class_map.png
Scale bar: 20 um. Fill, decap, tap and diode cells in gray.
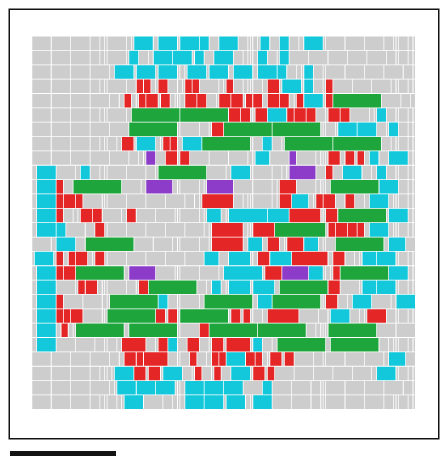
route_heat.png
The die is cut into 16 by 16 equal tiles; black is low, pale yellow is high, scaled to the fullest tile. Values are wire area over tile area, all layers added.
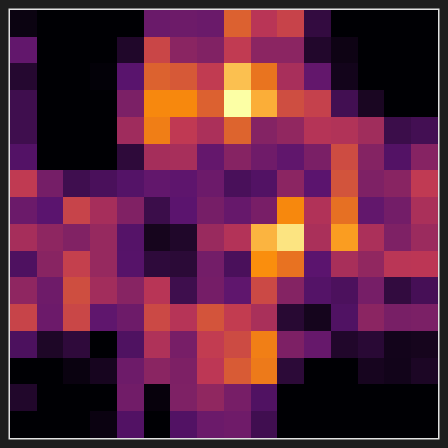
layers.png
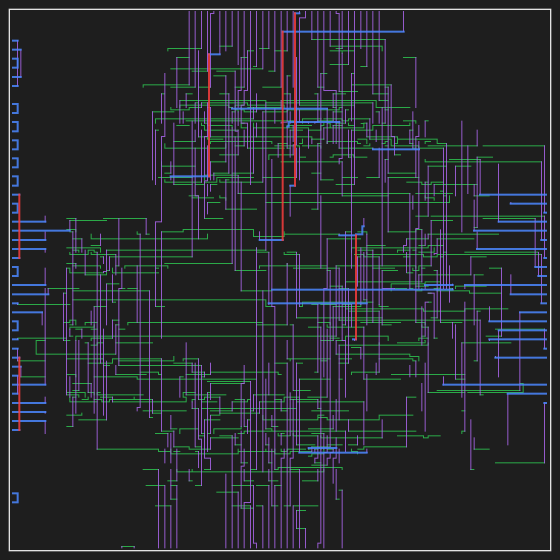
placed.png
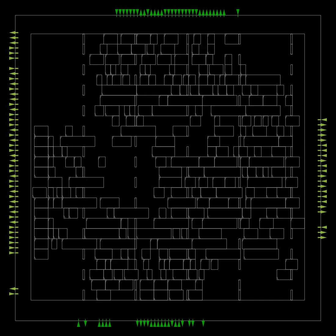
### config.mk
export PLATFORM = sky130hd
export DESIGN_NAME = bram_arbiter_flat
export DESIGN_NICKNAME = d
export VERILOG_FILES = /design/src/rtl/bram_arbiter_if.sv /design/src/rtl/bram_arbiter.sv /design/src/flat_wrapper.sv
export SDC_FILE = /design/constraint.sdc
export NUM_CORES = 1
export LEC_CHECK = 0
export CAP_MARGIN = 20
export CORE_MARGIN = 4
export CORE_UTILIZATION = 31
export CTS_CLUSTER_DIAMETER = 150
export CTS_CLUSTER_SIZE = 28
export DETAILED_ROUTE_END_ITERATION = 10
export PLACE_DENSITY = 0.88
export SLEW_MARGIN = 10
export SYNTH_ARGS = -nofsm -noshare
export SYNTH_HDL_FRONTEND = slang
export SYNTH_SLANG_ARGS = --single-unit
export TNS_END_PERCENT = 50
### constraint.sdc
create_clock -name i_clk -period 1.1 [get_ports i_clk]
set_input_delay 0.165 -clock i_clk [delete_from_list [all_inputs] [get_ports i_clk]]
set_output_delay 0.165 -clock i_clk [all_outputs]
set_load 0.01 [all_outputs]
### src/rtl/bram_arbiter_if.sv
// Bundle of the two requester ports and the BRAM port of bram_arbiter.
// The slave modport is the arbiter's view; master is the surrounding logic.
interface bram_arbiter_if #(
    parameter int ADDR_WIDTH = 8,
    parameter int DATA_WIDTH = 16
);
    logic                  i_req0;
    logic                  i_req1;
    logic                  i_we0;
    logic                  i_we1;
    logic [ADDR_WIDTH-1:0] i_addr0;
    logic [ADDR_WIDTH-1:0] i_addr1;
    logic [DATA_WIDTH-1:0] i_wdata0;
    logic [DATA_WIDTH-1:0] i_wdata1;
    logic                  o_ack0;
    logic                  o_ack1;
    logic [DATA_WIDTH-1:0] o_rdata;
    logic                  o_busy;
    logic                  o_bram_wr_en;
    logic [ADDR_WIDTH-1:0] o_bram_waddr;
    logic [DATA_WIDTH-1:0] o_bram_wdata;
    logic                  o_bram_rd_en;
    logic [ADDR_WIDTH-1:0] o_bram_raddr;
    logic [DATA_WIDTH-1:0] i_bram_rdata;

    modport slave (
        input  i_req0, i_req1, i_we0, i_we1, i_addr0, i_addr1,
               i_wdata0, i_wdata1, i_bram_rdata,
        output o_ack0, o_ack1, o_rdata, o_busy,
               o_bram_wr_en, o_bram_waddr, o_bram_wdata,
               o_bram_rd_en, o_bram_raddr
    );

    modport master (
        output i_req0, i_req1, i_we0, i_we1, i_addr0, i_addr1,
               i_wdata0, i_wdata1, i_bram_rdata,
        input  o_ack0, o_ack1, o_rdata, o_busy,
               o_bram_wr_en, o_bram_waddr, o_bram_wdata,
               o_bram_rd_en, o_bram_raddr
    );
endinterface

### src/rtl/bram_arbiter.sv
// Two-port arbiter in front of a simple dual-port BRAM.
// Each access takes IDLE -> ACCESS -> DONE; the BRAM enables are high in
// ACCESS only and the granted requester's ack is high in DONE.
// Ties are round-robin by default; defining BRAM_ARB_FIXED_PRIORITY_EN
// makes port 0 always win a tie and removes the last-grant pointer.
module bram_arbiter #(
    parameter int ADDR_WIDTH = 8,
    parameter int DATA_WIDTH = 16
) (
    input  logic               i_clk,
    input  logic               i_rst_n,
    bram_arbiter_if.slave      bus
);

    typedef enum logic [1:0] {
        IDLE   = 2'd0,
        ACCESS = 2'd1,
        DONE   = 2'd2
    } state_t;

    state_t                state_q, state_d;
    logic                  grant_q, grant_d;   // 0: port 0, 1: port 1
    logic                  pick;
    logic                  wr_en_q, wr_en_d;
    logic                  rd_en_q, rd_en_d;
    logic [ADDR_WIDTH-1:0] waddr_q, waddr_d;
    logic [ADDR_WIDTH-1:0] raddr_q, raddr_d;
    logic [DATA_WIDTH-1:0] wdata_q, wdata_d;
    logic                  ack0_q, ack0_d;
    logic                  ack1_q, ack1_d;
`ifndef BRAM_ARB_FIXED_PRIORITY_EN
    logic                  last_q, last_d;
`endif

    // Arbitration: which port would be granted if the FSM left IDLE now
    always_comb begin
        pick = 1'b0;
`ifdef BRAM_ARB_FIXED_PRIORITY_EN
        pick = bus.i_req1 & ~bus.i_req0;
`else
        // A lone request wins; on a tie the port not granted last wins
        pick = bus.i_req1 & (~bus.i_req0 | ~last_q);
`endif
    end

    // Next-state and registered-output logic
    always_comb begin
        state_d = state_q;
        grant_d = grant_q;
        wr_en_d = 1'b0;
        rd_en_d = 1'b0;
        waddr_d = waddr_q;
        raddr_d = raddr_q;
        wdata_d = wdata_q;
        ack0_d  = 1'b0;
        ack1_d  = 1'b0;
`ifndef BRAM_ARB_FIXED_PRIORITY_EN
        last_d  = last_q;
`endif
        case (state_q)
            IDLE: begin
                if (bus.i_req0 || bus.i_req1) begin
                    state_d = ACCESS;
                    grant_d = pick;
`ifndef BRAM_ARB_FIXED_PRIORITY_EN
                    last_d  = pick;
`endif
                    // Command is captured here so a requester dropping its
                    // request mid-transaction cannot disturb the access
                    if (pick) begin
                        wr_en_d = bus.i_we1;
                        rd_en_d = ~bus.i_we1;
                        waddr_d = bus.i_addr1;
                        raddr_d = bus.i_addr1;
                        wdata_d = bus.i_wdata1;
                    end else begin
                        wr_en_d = bus.i_we0;
                        rd_en_d = ~bus.i_we0;
                        waddr_d = bus.i_addr0;
                        raddr_d = bus.i_addr0;
                        wdata_d = bus.i_wdata0;
                    end
                end
            end
            ACCESS: begin
                state_d = DONE;
                ack0_d  = ~grant_q;
                ack1_d  = grant_q;
            end
            DONE: begin
                state_d = IDLE;
            end
            default: begin
                state_d = IDLE;
            end
        endcase
    end

    // State and output registers; async reset kills enables and acks at once
    always_ff @(posedge i_clk or negedge i_rst_n) begin
        if (!i_rst_n) begin
            state_q <= IDLE;
            grant_q <= 1'b0;
            wr_en_q <= 1'b0;
            rd_en_q <= 1'b0;
            waddr_q <= '0;
            raddr_q <= '0;
            wdata_q <= '0;
            ack0_q  <= 1'b0;
            ack1_q  <= 1'b0;
        end else begin
            state_q <= state_d;
            grant_q <= grant_d;
            wr_en_q <= wr_en_d;
            rd_en_q <= rd_en_d;
            waddr_q <= waddr_d;
            raddr_q <= raddr_d;
            wdata_q <= wdata_d;
            ack0_q  <= ack0_d;
            ack1_q  <= ack1_d;
        end
    end

`ifndef BRAM_ARB_FIXED_PRIORITY_EN
    // Last-grant pointer; resets to 1 so port 0 wins the first tie
    always_ff @(posedge i_clk or negedge i_rst_n) begin
        if (!i_rst_n) begin
            last_q <= 1'b1;
        end else begin
            last_q <= last_d;
        end
    end
`endif

    assign bus.o_ack0       = ack0_q;
    assign bus.o_ack1       = ack1_q;
    assign bus.o_rdata      = bus.i_bram_rdata;
    assign bus.o_busy       = (state_q != IDLE);
    assign bus.o_bram_wr_en = wr_en_q;
    assign bus.o_bram_rd_en = rd_en_q;
    assign bus.o_bram_waddr = waddr_q;
    assign bus.o_bram_raddr = raddr_q;
    assign bus.o_bram_wdata = wdata_q;

endmodule

### src/flat_wrapper.sv
// flat-port wrapper written by rule: the top's interface ports become plain ports
module bram_arbiter_flat 
#(
    parameter int ADDR_WIDTH = 8,
    parameter int DATA_WIDTH = 16
)
  (i_clk, i_rst_n, bus_i_req0, bus_i_req1, bus_i_we0, bus_i_we1, bus_i_addr0, bus_i_addr1, bus_i_wdata0, bus_i_wdata1, bus_i_bram_rdata, bus_o_ack0, bus_o_ack1, bus_o_rdata, bus_o_busy, bus_o_bram_wr_en, bus_o_bram_waddr, bus_o_bram_wdata, bus_o_bram_rd_en, bus_o_bram_raddr);
  bram_arbiter_if #(.ADDR_WIDTH(ADDR_WIDTH), .DATA_WIDTH(DATA_WIDTH)) bus_i ();
  input  logic i_clk;
  input  logic i_rst_n;
  input wire logic [$bits(bus_i.i_req0)-1:0] bus_i_req0;
  input wire logic [$bits(bus_i.i_req1)-1:0] bus_i_req1;
  input wire logic [$bits(bus_i.i_we0)-1:0] bus_i_we0;
  input wire logic [$bits(bus_i.i_we1)-1:0] bus_i_we1;
  input wire logic [$bits(bus_i.i_addr0)-1:0] bus_i_addr0;
  input wire logic [$bits(bus_i.i_addr1)-1:0] bus_i_addr1;
  input wire logic [$bits(bus_i.i_wdata0)-1:0] bus_i_wdata0;
  input wire logic [$bits(bus_i.i_wdata1)-1:0] bus_i_wdata1;
  input wire logic [$bits(bus_i.i_bram_rdata)-1:0] bus_i_bram_rdata;
  output wire logic [$bits(bus_i.o_ack0)-1:0] bus_o_ack0;
  output wire logic [$bits(bus_i.o_ack1)-1:0] bus_o_ack1;
  output wire logic [$bits(bus_i.o_rdata)-1:0] bus_o_rdata;
  output wire logic [$bits(bus_i.o_busy)-1:0] bus_o_busy;
  output wire logic [$bits(bus_i.o_bram_wr_en)-1:0] bus_o_bram_wr_en;
  output wire logic [$bits(bus_i.o_bram_waddr)-1:0] bus_o_bram_waddr;
  output wire logic [$bits(bus_i.o_bram_wdata)-1:0] bus_o_bram_wdata;
  output wire logic [$bits(bus_i.o_bram_rd_en)-1:0] bus_o_bram_rd_en;
  output wire logic [$bits(bus_i.o_bram_raddr)-1:0] bus_o_bram_raddr;
  assign bus_i.i_req0 = bus_i_req0;
  assign bus_i.i_req1 = bus_i_req1;
  assign bus_i.i_we0 = bus_i_we0;
  assign bus_i.i_we1 = bus_i_we1;
  assign bus_i.i_addr0 = bus_i_addr0;
  assign bus_i.i_addr1 = bus_i_addr1;
  assign bus_i.i_wdata0 = bus_i_wdata0;
  assign bus_i.i_wdata1 = bus_i_wdata1;
  assign bus_i.i_bram_rdata = bus_i_bram_rdata;
  assign bus_o_ack0 = bus_i.o_ack0;
  assign bus_o_ack1 = bus_i.o_ack1;
  assign bus_o_rdata = bus_i.o_rdata;
  assign bus_o_busy = bus_i.o_busy;
  assign bus_o_bram_wr_en = bus_i.o_bram_wr_en;
  assign bus_o_bram_waddr = bus_i.o_bram_waddr;
  assign bus_o_bram_wdata = bus_i.o_bram_wdata;
  assign bus_o_bram_rd_en = bus_i.o_bram_rd_en;
  assign bus_o_bram_raddr = bus_i.o_bram_raddr;
  bram_arbiter #(.ADDR_WIDTH(ADDR_WIDTH), .DATA_WIDTH(DATA_WIDTH)) u_core (.i_clk(i_clk), .i_rst_n(i_rst_n), .bus(bus_i));
endmodule
==> flow_metrics.env <==
# implementation run metrics
export IMPL_outcome="finished with violations"
export IMPL_violations="negative setup slack"
export IMPL_viasPerCell=4.83
export IMPL_flop_cell="dfrtp_1"
export IMPL_ys_cells=180
export IMPL_max_vdd_ir_drop_mv=1.25
export IMPL_pg_comb_mw=3.34
export IMPL_syn_inst=180
export IMPL_edf_count=0
export IMPL_p_seq_share_pct=34.3
export IMPL_netlist_area_um2=1660
export IMPL_worstReg2RegStart="u_core.last_q$_DFFE_PN1P_"
export IMPL_first_pass_iters=4
export IMPL_antenna_found_initial=0
export IMPL_dieHeight_um=81.1
export IMPL_hold_viol_final=0
export IMPL_fin_crit_sh_pct=110
export IMPL_drive_gt1_share_pct=25.9
export IMPL_top_cells_by_count="nand2_1 (48), dfrtp_1 (31), buf_4 (27), a21oi_1 (25), a31oi_1 (22)"
export IMPL_cp_max_fo=6
export IMPL_cts_sinks=32
export IMPL_crit_family="flip-flops"
export IMPL_grt_usage_pct=14.9
export IMPL_top_power_group="combinational cells"
export IMPL_gp_congestion=0.700
export IMPL_cts_reportedPaths_clkPinSlew_ps=60
export IMPL_p_clk_mw=0.827
export IMPL_clockBufferDepth=2
export IMPL_synth_area_per_cell_um2=9.20
export IMPL_topCellsByArea="dfrtp_1 (47%), buf_4 (12%), nand2_1 (11%)"
export IMPL_fin_worst_skew_ps=1.43
export IMPL_num_nets_final=329
export IMPL_r2r_end="u_core.bus.o_bram_wdata[2]$_DFFE_PN0P_"
export IMPL_ys_sh_adder_pct=0
export IMPL_synthTopLogicFamily="AND-OR/OR-AND gates"
export IMPL_crit_chain="a21boi_4 -> buf_4 -> nand2_1 -> a31oi_1"
export IMPL_fp_nets=250
export IMPL_ys_sh_simple_pct=13.9
export IMPL_dp_hpwl_um=3700
export IMPL_wl_per_cell_um=16.0
export IMPL_p_per_area_nw_per_um2=2450
export IMPL_mux_share_pct=0.604
export IMPL_combPwrFrac_pct=52.7
export IMPL_htreeDepth=2
export IMPL_synth_top_cell_by_count="nand2_1"
export IMPL_cp_depth=4
export IMPL_hold_buffers=0
export IMPL_whs_ps=229
export IMPL_xor_share_pct=0
export IMPL_critPathBufInv=1
export IMPL_p_leak_nw=1.13
export IMPL_reg2regPathDepth=4
export IMPL_crit_arrival_ps=1360
export IMPL_chip_area_um2=6580
export IMPL_yosysUniqueCellTypes=20
export IMPL_intPower_mw=3.81
export IMPL_start_kind="flip-flop"
export IMPL_cts_tree="done"
export IMPL_top_area_cell="dfrtp_1"
export IMPL_warnings=29
export IMPL_slowest_stage="dfstp_2"
export IMPL_grt_pass1_vias=1539
export IMPL_pg_seq_mw=2.18
export IMPL_initialDrtViolationCount=121
export IMPL_top_cell_area_share_pct=46.8
export IMPL_drv_slew=0
export IMPL_setup_viol=29
export IMPL_crit_end="u_core.bus.o_bram_wdata[2]$_DFFE_PN0P_"
export IMPL_largest_reg_flops=16
export IMPL_timing_fmax_mhz=828
export IMPL_fillers=528
export IMPL_ys_warn_count=0
export IMPL_rsz0062_at_grt="true"
export IMPL_ys_chip_area_um2=1660
export IMPL_ant_nets=0
export IMPL_ioPinCount=123
export IMPL_ys_seq_share_pct=48.4
export IMPL_relSlewSlack_pct=82.7
export IMPL_layout_setup_ws_ps=-108
export IMPL_crit_path_end_kind="flip-flop"
export IMPL_tightest_slew_ps=260
export IMPL_drc=0
export IMPL_die_w_um=81.1
export IMPL_vias=1588
export IMPL_async_flop_share_pct=100
export IMPL_switchingPower_mw=2.53
export IMPL_diodes=0
export IMPL_syn2layout_area_growth_pct=56.5
export IMPL_synthAoiAreaFrac_pct=20.4
export IMPL_clkPwrFrac_pct=13.0
export IMPL_drt_total_wl_um=5250
export IMPL_cp_required_ps=1250
export IMPL_crit_type="flip-flop to flip-flop"
export IMPL_cap_violations=0
export IMPL_cts_made_buffers=5
export IMPL_min_path_type="input pin to asynchronous set/reset pin"
export IMPL_io_buffers=90
export IMPL_grt_max_degree=27
export IMPL_crit_start="u_core.last_q$_DFFE_PN1P_"
export IMPL_fin_crit_ps=1210
export IMPL_fp_util_pct=32.2
export IMPL_grt_first_pass_wirelength_um=7580
export IMPL_coreArea_um2=5140
export IMPL_numSynthFlops=32
export IMPL_cp_slowest_stage_delay_ps=640
export IMPL_clk_latency_ps=270
export IMPL_swShare_pct=39.9
export IMPL_r2r_slack_ps=-110
export IMPL_clockRootBuffer="clkbuf_8"
export IMPL_grt_overflow_total=0
export IMPL_p_total_mw=6.34
## Picture notes: class_map.png
legend:
  cyan:
    class: remaining buffers and delay cells
    cells: 105
  purple:
    class: clock drivers and dummy loads
    cells: 7
  green:
    class: registers
    cells: 32
  red:
    class: remaining logic cells
    cells: 115

## Picture notes: route_heat.png
tiles over half the peak: 17%
densest ninth of the die: north
nearly empty tiles: 22%

## Picture notes: layers.png
legend:
  red:
    layer: M4
    wire_length: 112 um
  blue:
    layer: M3
    wire_length: 345 um
  green:
    layer: M1
    wire_length: 2,070 um
  purple:
    layer: M2
    wire_length: 2,720 um

## Picture notes: placed.png
# rows: 26
tap cells: 70
Seq/total area: 30.9%
flop count: 32
fin cells: 329

-- layout make-up --
cell class                      instances  area (um^2)  area share (%)
Inverter                                2         20.0           0.772
Clock inverter                          1         5.00           0.193
Timing Repair Buffer                  105          941            36.3
Sequential cell                        32          802            30.9
Tap cell                               70         87.6            3.38
Multi-Input combinational cell        113          664            25.6
Clock buffer                            6         72.6            2.80
-- metrics by stage --
step	utilization, %	setup slack [ps]	instance area [um^2]	instances	TNS (ps)
2_1_floorplan	-	-15.9	1690	180	-122
3_3_place_gp	49.0	-418	2520	317	-10430
3_5_place_dp	49.0	-442	2520	317	-11530
4_1_cts	50.7	-188	2600	324	-3600
5_1_grt	50.4	-163	2590	329	-3900
6_report	50.4	-108	2590	329	-2250
-- repair_timing --
item / CTS / global route
resized: 78 / 42
hold endpoints to repair: 0 / 0
endpoints found under the setup margin: 66 / 54
pin swaps: 12 / 12
setup buffers: 0 / 1
gates cloned: 0 / 4
-- metal layers --
layer | global-route usage, % | vias to the layer above | share of wire [%]
li1 | - | 750 | -
met1 | 18.3 | 755 | 39
met5 | 0 | - | 0
met2 | 25.5 | 71 | 52
met4 | 6.25 | 0 | 2.1
met3 | 2.77 | 12 | 6.6
-- cell usage in the layout, fill, tap and decap left out, drive strengths merged --
cell | Yosys | final
inv | 2 | 1
dlygate4sd2 | 0 | 3
clkbuf | 0 | 28
or2 | 1 | 1
clkdlybuf4s50 | 0 | 51
a31oi | 25 | 25
a21bo | 1 | 4
nor2 | 2 | 2
buf | 36 | 16
mux2i | 1 | 1
a21boi | 1 | 1
clkinv | 0 | 2
and2 | 2 | 2
nand2 | 49 | 49
dfrtp | 31 | 31
dfstp | 1 | 1
a22o | 1 | 1
nor2b | 2 | 2
a21oi | 25 | 25
clkdlybuf4s15 | 0 | 13
